Design gate_truth_table_capture, sky130hd; sources not shown.
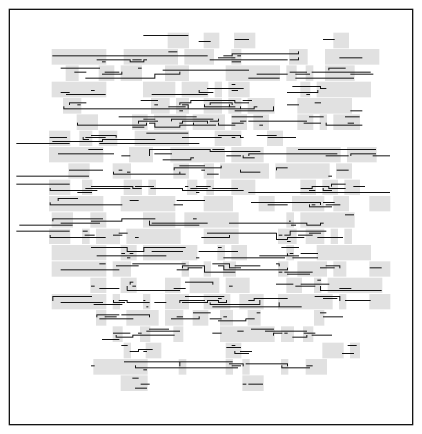
Fig. 1. Met1 routing (run 1).
Drawn at 6 px/um.
share of all routed wire = 46%
longest straight run = 31.7 um
nets with wire on the layer = 142
wire length on this layer = 1340 um
main direction = horizontal
drt total wl: 2.89 mm
met1 Usage GRT: 18.9%
Vias: 980

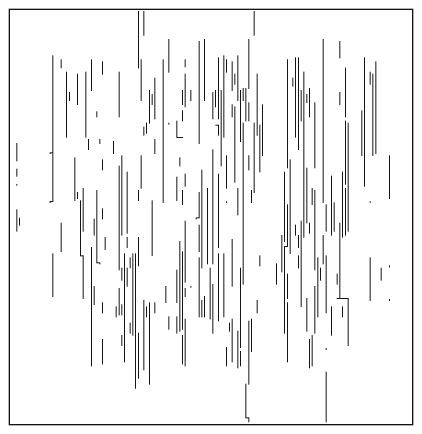
Fig. 2. Signal wires on met2 (run 1).
Drawn at 6 px/um.
main direction = vertical
share of all routed wire = 49%
GR met2 Demand/Resource: 21.2%

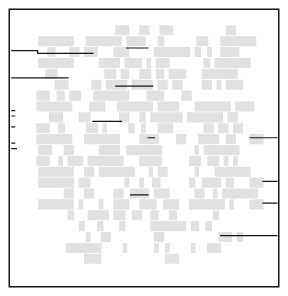
Fig. 3. M3 wires (run 1).
Drawn at 4 px/um.
wire length on this layer = 94.1 um
longest straight run = 14.0 um
nets with wire on the layer = 13
main direction = horizontal
share of all routed wire = 3.3%
GR Layer Usage met3: 2.93%

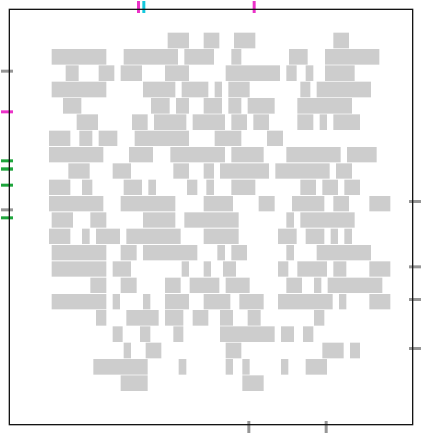
Fig. 4. Pin map (run 1).
Drawn at 6 px/um. Pins as bars across the die edge, other pins in grey.
valid -> cyan  # pins 1, direction output, edge north
gate_id -> magenta  # pins 3, direction output, edge 2 north, 1 west
tt -> green  # pins 4, direction output, edge west
Buffers on Ports: 15
Die Wd: 67 um
die height: 69 um

==> results.toml, run 1 <==
# physical design summary
[final_timing]
setup-violations-final = 0

[final_layout]
buffer_area_share_pct = 19.4
fillers = 414
post-route-util_pct = 48.0
final_cells = 199

[cts]
post_cts.repair.setup_buffers = 12
cts_buffer_depth = 2
htreeDepth = 1
clock_latency_ns = 0.27
cts-root-buf = "clkbuf_8"
clock_sinks = 24

[setup_path]
crit_required_ns = 2.11
path_delay_family = "buffers and inverters"
crit_arrival_ns = 1.82
endpoint_kind = "flip-flop"

[logic_synthesis]
adder_share_pct = 6.31
yosysSeqAreaShare_pct = 50.5
synth_area_sq_mm = 0.00119
synthTopLogicFamily = "AND-OR/OR-AND gates"
top_area_cell = "dfrtp_1"
area_leaders = "dfrtp_1, ha_1, nand2_1, o21ai_0, mux2i_1"

[route]
dr.first_iter.drc_count = 12
wl_met1_mm = 1.34
wire_per_inst_um = 14.5

[global_route]
grt_util_all_layers_pct = 13.9
grt_pass1_vias = 1022
antenna_found_initial = 0

[hold_path]
hold_class = "reg2reg"

[power]
swShare_pct = 38.1
pwr-share-clk_pct = 10.2
pg_seq_w = 0.000853

[outcome]
status = "finished, final reports clean"
==> run 2: changes to the inputs <==
GPL_TIMING_DRIVEN = 1   (was not set)
PLACE_DENSITY_LB_ADDON = 0.12   (was 0.2)
==> results.toml, run 2 <==
# physical design summary
[outcome]
status = "finished, final reports clean"

[logic_synthesis]
adder_share_pct = 6.31
synthTopLogicFamily = "AND-OR/OR-AND gates"
area_leaders = "dfrtp_1, ha_1, nand2_1, o21ai_0, mux2i_1"
synth_area_sq_mm = 0.00119
yosysSeqAreaShare_pct = 50.5
xor_share_pct = 0.736

[cts]
cts-root-buf = "clkbuf_8"
cts_buffer_depth = 2
htreeDepth = 1
clock_latency_ns = 0.27
clock_sinks = 24

[final_layout]
final_cells = 200
post-route-util_pct = 48.2
buffer_area_share_pct = 19.7
nNonClkInverters = 6
sh_seq_area_pct = 34.3
clk_share_pct = 3.14

[floorplanning]
dieWidth_um = 67
die_h_um = 69
initCoreUtil_pct = 32.7

[hold_path]
hold_class = "reg2reg"

[power]
pg_seq_w = 0.000854
swShare_pct = 37.9
vdd_ir_drop_max_mv = 0.713
p_comb_share_pct = 59.0
pwr-share-clk_pct = 11.3

[setup_path]
path_delay_family = "simple AND/OR/NAND/NOR gates"
endpoint_kind = "flip-flop"
crit_arrival_ns = 1.85

[route]
wl_met1_mm = 1.46
totalWireLength_mm = 2.95
dr.first_iter.drc_count = 46
firstDrtPassIters = 4
wire_per_inst_um = 14.7

[global_route]
grt_util_all_layers_pct = 14.0
antenna_found_initial = 0
met3_usage_pct = 3.58

[final_timing]
setup_tns_ns = 0
setup-violations-final = 0
worst_slew_pin_slew_ns = 0.624
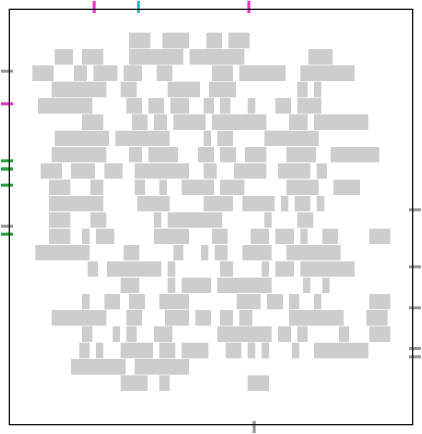
Fig. 5. Pin map (run 2).
Drawn at 6 px/um. Pins as bars across the die edge, other pins in grey.
tt -> green  # pins 4, direction output, edge west
valid -> cyan  # pins 1, direction output, edge north
gate_id -> magenta  # pins 3, direction output, edge 2 north, 1 west

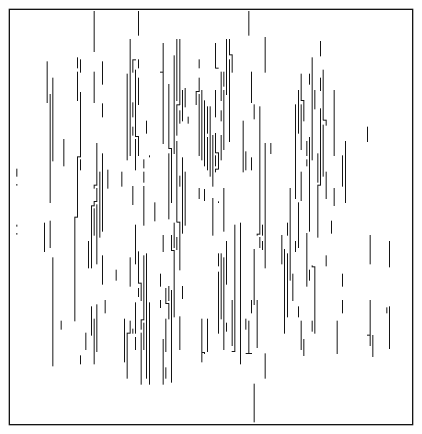
Fig. 6. Signal wires on met2 (run 2).
Drawn at 6 px/um.
longest straight run = 23.5 um
main direction = vertical
nets with wire on the layer = 139
share of all routed wire = 46%
Vias: 966
GR met2 Demand/Resource: 21.6%

==> run 3: changes to the inputs <==
ABC_AREA = 1   (was 0)
CORE_AREA = 3 3 67 69   (was 3 3 64 66)
DIE_AREA = 0 0 70 72   (was 0 0 67 69)
==> results.toml, run 3 <==
# physical design summary
[outcome]
status = "finished, final reports clean"

[logic_synthesis]
area_leaders = "dfrtp_1, nand2_1, ha_1, inv_1, nor2_1"
top_area_cell = "dfrtp_1"
synthTopLogicFamily = "simple AND/OR/NAND/NOR gates"
adder_share_pct = 6.01
synth_area_sq_mm = 0.00125

[cts]
htreeDepth = 1
clock_latency_ns = 0.27
cts-root-buf = "clkbuf_8"
post_cts.repair.setup_buffers = 0
clock_sinks = 24
cts_buffer_depth = 2

[hold_path]
hold_class = "reg2reg"

[floorplanning]
tap_cells = 50
initCoreUtil_pct = 31.4

[power]
p_comb_share_pct = 47.7
vdd_ir_drop_max_mv = 0.570
pg_seq_w = 0.000777
swShare_pct = 39.6
pwr-share-clk_pct = 18.7

[global_route]
grt_use_met2_pct = 20.5
antenna_found_initial = 0

[route]
dr.first_iter.drc_count = 42
totalWireLength_mm = 2.78
wire_per_inst_um = 12.6
wl_met1_mm = 1.26
vias = 1007

[final_layout]
buffer_area_share_pct = 10.5
clk_share_pct = 4.62
fillers = 466
post-route-util_pct = 38.9
nNonClkInverters = 21
sh_seq_area_pct = 38.9

[final_timing]
setup_tns_ns = 0
worst_slew_pin_slew_ns = 0.635

[placed_design]
io_buffer_count = 15

[setup_path]
crit_arrival_ns = 1.15
crit_required_ns = 1.54
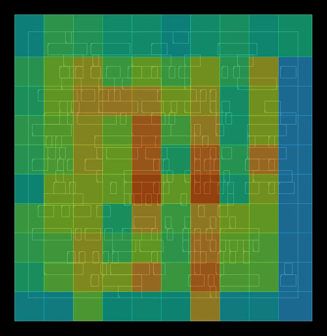
Fig. 7. Routing congestion map (run 3).
global route hottest layer: met2
Total GRT Usage: 11.7%
met1 Usage GRT: 14.4%

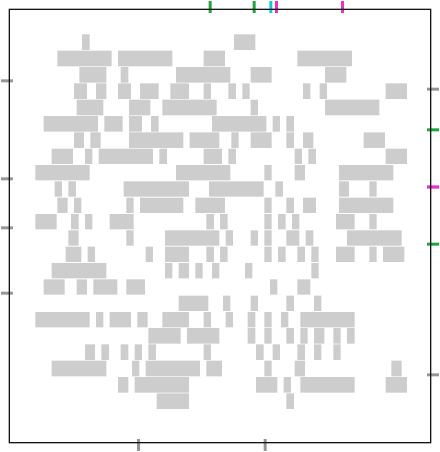
Fig. 8. Pin map (run 3).
Drawn at 6 px/um. Pins as bars across the die edge, other pins in grey.
valid -> cyan  # pins 1, direction output, edge north
gate_id -> magenta  # pins 3, direction output, edge 2 north, 1 east
tt -> green  # pins 4, direction output, edge 2 east, 2 north
all pins by edge = 5 east, 5 north, 4 west, 2 south
die height: 72 um
Die Wd: 70 um

Power figures rest on the tool's default switching activity, not on a simulated workload.
